$ cat config.mk
export PLATFORM = sky130hd
export DESIGN_NAME = lcg_step
export DESIGN_NICKNAME = d
export VERILOG_FILES = /design/src/rtl/lcg_stream_checker_pkg.sv /design/src/rtl/lcg_stream_checker_step.sv
export SDC_FILE = /design/constraint.sdc
export NUM_CORES = 1
export LEC_CHECK = 0
export ABC_AREA = 1
export CAP_MARGIN = 0
export CORE_UTILIZATION = 40
export DETAILED_ROUTE_END_ITERATION = 8
export PLACE_DENSITY = 0.7
export SLEW_MARGIN = 15
export SYNTH_ARGS = -nofsm -noshare
export SYNTH_HDL_FRONTEND = slang
export SYNTH_SLANG_ARGS = --single-unit
$ cat constraint.sdc
create_clock -name vclk -period 12.4
set_clock_uncertainty 0.1 [all_clocks]
set_input_delay 1.86 -clock vclk [all_inputs]
set_output_delay 1.86 -clock vclk [all_outputs]
set_load 0.005 [all_outputs]
$ cat src/rtl/lcg_stream_checker_pkg.sv
// rtl/lcg_stream_checker_pkg.sv - shared constants, state encoding and step functions for the LCG checker
// Purpose: one home for the generator recurrence constants and forward/backward step math.
// Contents: MULT/INC/INV_MULT, LOCK_COUNT/UNLOCK_ERRS/ERR_WIDTH, state enum, lcg_next/lcg_prev.
package lcg_pkg;

  localparam logic [15:0] MULT        = 16'd5;
  localparam logic [15:0] INC         = 16'd1;
  localparam logic [15:0] INV_MULT    = 16'hCCCD;  // 5 * 0xCCCD == 1 mod 2^16
  localparam logic [1:0]  LOCK_COUNT  = 2'd2;
  localparam logic [2:0]  UNLOCK_ERRS = 3'd4;
  localparam int          ERR_WIDTH   = 8;

  typedef enum logic [1:0] {
    SEARCH  = 2'd0,
    ACQUIRE = 2'd1,
    LOCKED  = 2'd2
  } lcg_state_e;

  // Forward step; the product is truncated to 16 bits, i.e. mod 2^16.
  function automatic logic [15:0] lcg_next(input logic [15:0] x);
    return MULT * x + INC;
  endfunction

  // Backward step: undo the increment, then multiply by the modular inverse.
  function automatic logic [15:0] lcg_prev(input logic [15:0] x);
    return INV_MULT * (x - INC);
  endfunction

endpackage

$ cat src/rtl/lcg_stream_checker_step.sv
// rtl/lcg_stream_checker_step.sv - combinational single LCG step, forward or backward
// Purpose: y = lcg_next(x) when dir = 0, y = lcg_prev(x) when dir = 1.
// Ports: dir (direction select), x (16-bit input word), y (16-bit stepped word).
module lcg_step
  import lcg_pkg::*;
(
  input  logic        dir,
  input  logic [15:0] x,
  output logic [15:0] y
);

  assign y = dir ? lcg_prev(x) : lcg_next(x);

endmodule

run_1/congestion_map.png
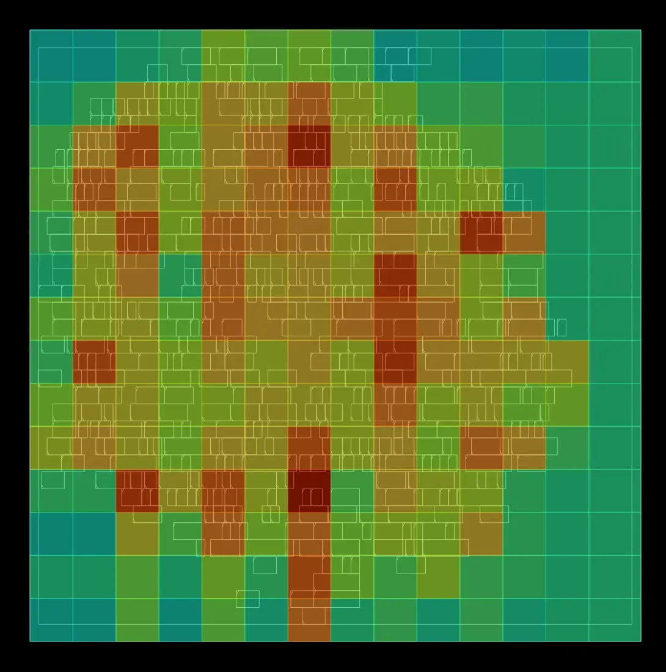
Total GRT Usage: 18.9%
wire length per cell: 13.2 um

run_1/m1.png
Bar = 20 um. Supply wires on this layer in grey.
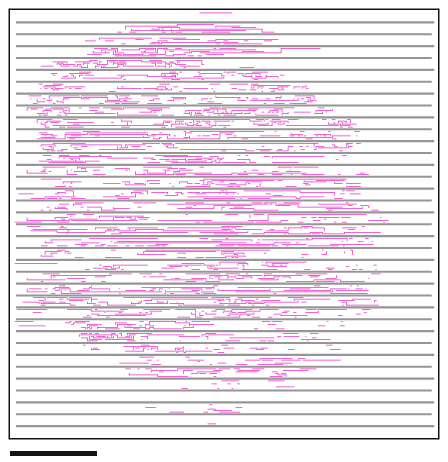
The longest straight run is 32.7 um. The wires run mostly horizontal. The layer holds 48% of the routed length.

run_1/closeup.png
Bar = 10 um. Region (54, 5) to (94, 45) um. Cells in grey, sequential cells in the stronger grey; small squares are vias.
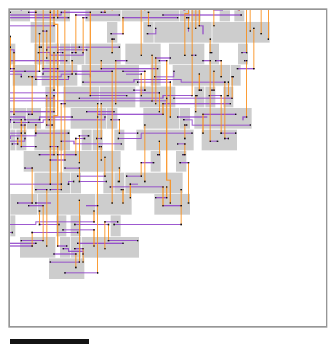
Key: M1 = purple; M2 = orange
Sequential cells in the window: 0. Most frequent: inv_1 (33), ha_1 (21), fa_1 (11). 74 logic cells have their middle in the window.

==> results.toml, run 1 <==
# synthesis and place-and-route metrics
[run_status]
status = "finished clean"

[layout]
final-seq-area_um2 = 0
final_nets = 693
area_delta_synth_final_pct = 12.4
clkbuf_count = 0

[yosys]
synth_cell_type_count = 33
synth_cells = 506

[drt]
viasPerCell = 5.02
num_vias = 3236

[critical_path]
worst-path-stages = 25
slowest_delay_ps = 570
crit_buf_inv = 7

[final_timing]
timing.final.crit_share_pct = 85.3
tns_ps = 0
rsz0062_at_grt = "no"

[worst_hold_path]
hold_class = "primary input to output port"
worstHoldStart = "x[0]"

[clock_network]
hold_buffers = 0

[floorplan]
die_area_um2 = 9610
pin_count = 33
die_w_um = 98.0
rows = 34
fp.coreArea_um2 = 8810

[place]
place_ws_ps = 1790

[global_routing]
grt_pass1_wl_mm = 15.0
-- run 1: layout by cell type, fill, tap and decap left out, types with 2 or more instances in the layout --
cell type	netlist	final
nor2_4	2	2
clkdlybuf4s50_1	0	33
o21ai_2	2	2
nand3b_1	2	2
o21ai_1	4	4
or2_2	2	2
nand2_2	11	11
nor3_1	2	2
nand2_1	97	97
xnor2_1	10	10
ha_1	105	105
fa_1	32	32
nor2_2	4	4
o21ai_0	17	17
nand3_1	28	28
inv_1	107	107
xor2_1	12	12
a21oi_1	30	30
nor2_1	22	22
inv_2	3	3
-- run 1: metrics by stage --
stage	util, %	cell area, um^2	total power [mW]	instances	hold WS (ps)
global route	47.1	4150	0.963	645	4810
global placement	47.1	4150	0.823	645	4710
detailed placement	47.1	4150	0.836	645	4740
floorplan	-	3690	0.589	506	3650
finish	47.1	4150	0.838	645	4730
CTS	47.1	4150	0.846	645	4750
-- run 1: layout make-up --
type                            count  area [um^2]
Inverter                          110          413
Fill cell                         878         4660
Multi-Input combinational cell    394         3270
Tap cell                          108          135
Timing Repair Buffer               33          330
-- run 1: how the worst max path moves through the flow --
stage	end	slack, ps
floorplan	y[15]	3490
finish	y[15]	1830
detailed placement	y[15]	1790
CTS	y[15]	1800
global route	y[15]	1370
global placement	y[15]	1990
-- run 1: kinds of logic (layout without fill, tap and decap cells) --
| family | after synthesis | after routing | synth area share [%] |
|---|---|---|---|
| AND-OR/OR-AND | 60 | 60 | 8.85 |
| AND/OR/NAND/NOR | 175 | 175 | 21.5 |
| XOR/XNOR | 22 | 22 | 5.22 |
| buffers and inverters | 112 | 143 | 11.4 |
| adder cells (fa/ha/maj) | 137 | 137 | 53.0 |
-- run 1: where the power goes --
| group | switching [mW] | leakage [nW] | internal (mW) |
|---|---|---|---|
| clock | 0 | 0 | 0 |
| sequential | 0 | 0 | 0 |
| combinational | 0.473 | 2.34 | 0.364 |
-- run 1: layer usage --
| metal | GRT usage, % | part of all wire (%) | vias to the layer above |
|---|---|---|---|
| li1 | - | - | 1687 |
| met1 | 24.7 | 48 | 1481 |
| met2 | 35.0 | 48 | 58 |
| met3 | 0.787 | 2.2 | 10 |
| met4 | 2.91 | 1.7 | 0 |
| met5 | 0 | 0 | - |
--- run 2 (diff from run 1) ---
--- a/config.mk
+++ b/config.mk
@@ -11,3 +11,4 @@
 export DETAILED_ROUTE_END_ITERATION = 8
-export PLACE_DENSITY = 0.7
+export DONT_BUFFER_PORTS = 1
+export PLACE_DENSITY = 0.65
 export SLEW_MARGIN = 15
==> constraint.sdc (replaced) <==
create_clock -name vclk -period 12.4
set_clock_uncertainty 0.1 [all_clocks]
set_input_delay 2.48 -clock vclk [all_inputs]
set_output_delay 2.48 -clock vclk [all_outputs]
set_load 0.005 [all_outputs]
run_2/closeup.png
Bar = 10 um. Region (54, 5) to (94, 45) um. Cells in grey, sequential cells in the stronger grey; small squares are vias.
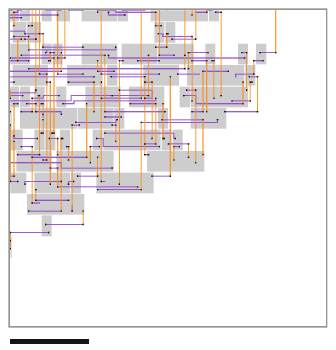
Key: M2 = orange; M1 = purple
54 logic cells have their middle in the window. Sequential cells in the window: 0. Most frequent: inv_1 (25), ha_1 (14), fa_1 (9).

==> results.toml, run 2 <==
# synthesis and place-and-route metrics
[place]
placed_area_um2 = 3820
place_ws_ps = 1640

[drt]
wl_met1_mm = 4.02
met2_length_mm = 4.08
highest_layer = "met4"
viasPerCell = 5.10
wl_per_cell_um = 13.9
wl_met3_um = 376

[layout]
final-seq-area_um2 = 0
final_cell_mix = "inv_1 (107), ha_1 (105), nand2_1 (97)"
design.seq.count = 0
clkbuf_count = 0
final_area_um2 = 3820
final_nets = 660
area_delta_synth_final_pct = 3.42

[floorplan]
rows = 34
pin_count = 33
fp.coreArea_um2 = 8810
die_area_um2 = 9610

[clock_network]
hold_buffers = 0

[run_status]
status = "finished clean"

[pwr]
switching_power_mw = 0.468
clkPwrFrac_pct = 0
leakagePower_nw = 2.21
p_sw_share_pct = 61.7
power_frac_seq_pct = 0

[yosys]
synth_cell_type_count = 33
yosysMostFrequentCell = "inv_1"

[final_timing]
rsz0062_at_grt = "no"
tns_ps = 0
timing.final.crit_share_pct = 87.0
fin_hold_ws_ps = 4890
finalHoldViolations = 0

[global_routing]
grt_pass1_wl_mm = 14.9
run_2/m3.png
Bar = 20 um. Cells faint in the background.
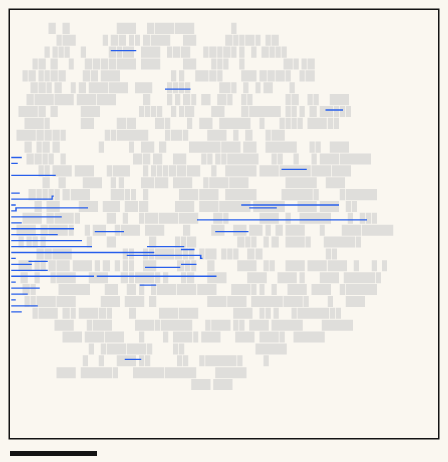
The layer holds 4.4% of the routed length. The layer carries 377 um of wire. The wires run mostly horizontal.
met3 Resource Use GR: 1.65%
via count: 3123
Total Wirelength: 8.49 mm

## run 2: cell counts after synthesis
No cell type changed its count.
## run 2: cell type report
class / instances / area (um^2)
Inverter: 110 / 413
Tap cell: 108 / 135
Fill cell: 891 / 4990
Multi-Input combinational cell: 394 / 3270
## run 2: worst paths after layout
kind / cells past startpoint / end / start
worst min-delay path: 1 / y[0] / x[0]
worst max-delay path: 23 / y[15] / x[0]
## run 2: cells by family after synthesis
kind of cell               synth area share [%]
AOI/OAI and AO/OA                          8.85
xor gates and xnor gates                   5.22
adders and majority gates                  53.0
buffers and inverters                      11.4
and+or+nand+nor                            21.5
## run 2: worst max-delay path, stage by stage
cell and delay (ps):
inv_2 150, ha_1 230, nand2_2 120, nor3_1 320, xor2_1 530, ha_1 350
fa_1 430, fa_1 570, fa_1 440, fa_1 540, inv_1 50, fa_1 540
inv_1 40, ha_1 280, inv_1 70, nor3_1 270, nand3_1 160, a31o_2 260
nand2_1 100, inv_1 50, nand3_1 70, nand3_1 60, nand2_1 70
## run 2: metrics by stage
step / util [%] / cells / total power, mW
4_1_cts: 43.3 / 612 / 0.763
6_report: 43.3 / 612 / 0.758
5_1_grt: 43.3 / 612 / 0.893
2_1_floorplan: - / 506 / 0.589
3_5_place_dp: 43.3 / 612 / 0.754
3_3_place_gp: 43.3 / 612 / 0.743
## run 2: metal layers
| layer | up-vias | global-route usage [%] |
|---|---|---|
| met3 | 2 | 1.65 |
| met4 | 0 | 0.932 |
| met1 | 1441 | 25.3 |
| met2 | 60 | 34.3 |
| met5 | - | 0 |
| li1 | 1620 | - |
## run 2: power groups by stage
| stage | logic (mW) | registers [mW] | clock network (mW) |
|---|---|---|---|
| floorplan | 0.589 | 0 | 0 |
| global placement | 0.743 | 0 | 0 |
| detailed placement | 0.754 | 0 | 0 |
| CTS | 0.763 | 0 | 0 |
| global route | 0.893 | 0 | 0 |
| finish | 0.758 | 0 | 0 |
--- run 3 (diff from run 2) ---
- CORE_UTILIZATION: 40 -> 30
- PLACE_DENSITY: 0.65 -> 0.55
run_3/m3.png
Bar = 20 um. Cells faint in the background.
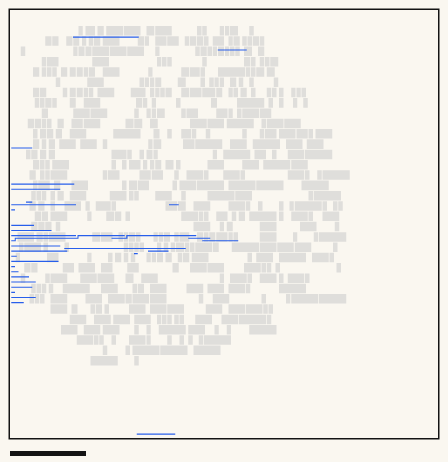
The layer carries 297 um of wire. The layer holds 3.4% of the routed length.

==> results.toml, run 3 <==
# synthesis and place-and-route metrics
[run_status]
status = "finished clean"

[final_timing]
timing.final.crit_share_pct = 86.8
rsz0062_at_grt = "no"
tns_ps = 0
fin_hold_ws_ps = 4890
finalHoldViolations = 0

[floorplan]
pin_count = 33
rows = 40
fp.coreArea_um2 = 12000
die_w_um = 113
die_area_um2 = 12700

[drt]
wl_per_cell_um = 13.5
viasPerCell = 4.75
drtPass1Iterations = 4
routed_wl_mm = 8.78
num_vias = 3091

[critical_path]
crit_end = "y[15]"
cp_slowest_cell = "fa_1"
crit_buf_inv = 5
crit_top_cell = "fa_1"
slowest_delay_ps = 570
cp_top_family = "adder cells"
crit_chain = "inv_2 > ha_1 > nand2_2 > nor3_1 > xor2_1 > ha_1 > fa_1 > fa_1 > fa_1 > fa_1 > inv_1 > fa_1 > inv_1 > ha_1 > inv_1 > nor3_1 > nand3_1 > a31o_2 > nand2_1 > inv_1 > nand3_1 > nand3_1 > nand2_1"
cp-startpoint = "x[0]"
worst-path-stages = 23
path_class = "primary input to output port"

[yosys]
synth_cell_type_count = 33
yosysWarnings = 0
topCellsByArea = "ha_1 (36%), fa_1 (17%), inv_1 (11%)"
yosysMostFrequentCell = "inv_1"
synth_cells = 506

[layout]
drive_gt1_share_pct = 5.56
design.seq.count = 0
final-seq-area_um2 = 0
clkbuf_count = 0
finalNonFillerCells = 651
comb_area_um2 = 3270
final_common_cell = "inv_1"
final_nets = 660
fillCellCount = 1308
area_delta_synth_final_pct = 4.75

[clock_network]
hold_buffers = 0

[global_routing]
grtUsageTotal_pct = 14.2
grt_pass1_wl_mm = 14.6

[worst_hold_path]
hold_class = "primary input to output port"

[place]
dp.cells = 651
place_ws_ps = 1670

[pwr]
leakagePower_nw = 2.21
run_3/congestion_map.png
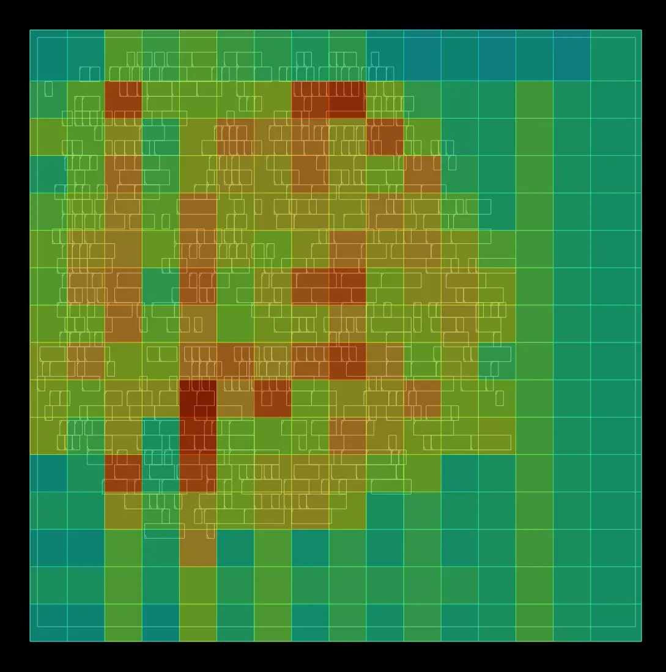
met3 Resource Use GR: 1.07%
busiest grt layer: met2

-- run 3: area by class of cell --
class / instances / share of cell area (%)
multi-input cells: 394 / 84.6
inverters: 110 / 10.7
well taps: 147 / 4.76
-- run 3: how the worst min path moves through the flow --
stage          start   end  slack, ps  cells past startpoint
2_1_floorplan   x[0]  y[0]       4890                      1
3_3_place_gp    x[0]  y[0]       4890                      1
3_5_place_dp    x[0]  y[0]       4890                      1
4_1_cts         x[0]  y[0]       4890                      1
5_1_grt         x[0]  y[0]       4890                      1
6_report        x[0]  y[0]       4890                      1
-- run 3: layer usage --
| layer | track usage (%) | wire (um) | vias to the layer above |
|---|---|---|---|
| met5 | 0 | 0 | - |
| met4 | 0.702 | 47 | 0 |
| met3 | 1.07 | 297 | 2 |
| met2 | 26.0 | 4250 | 43 |
| met1 | 19.1 | 4190 | 1426 |
| li1 | - | - | 1620 |
-- run 3: cells by family after synthesis --
group                      after synthesis  share of synthesized area (%)
and+or+nand+nor                        175                           21.5
adders and majority gates              137                           53.0
xor gates and xnor gates                22                           5.22
AOI/OAI and AO/OA                       60                           8.85
buffers and inverters                  112                           11.4
-- run 3: stage by stage --
step / total power [mW] / cell area [um^2] / utilization [%]
after floorplan: 0.589 / 3690 / -
after global placement: 0.755 / 3860 / 32.2
after detailed placement: 0.766 / 3860 / 32.2
after CTS: 0.777 / 3860 / 32.2
after global routing: 0.887 / 3860 / 32.2
final: 0.766 / 3860 / 32.2
-- run 3: power breakdown --
group	switching [mW]	internal, mW	leakage, nW
combinational	0.475	0.291	2.21
clock	0	0	0
sequential	0	0	0
No activity file was given, so power comes from the tool's default toggle rates.
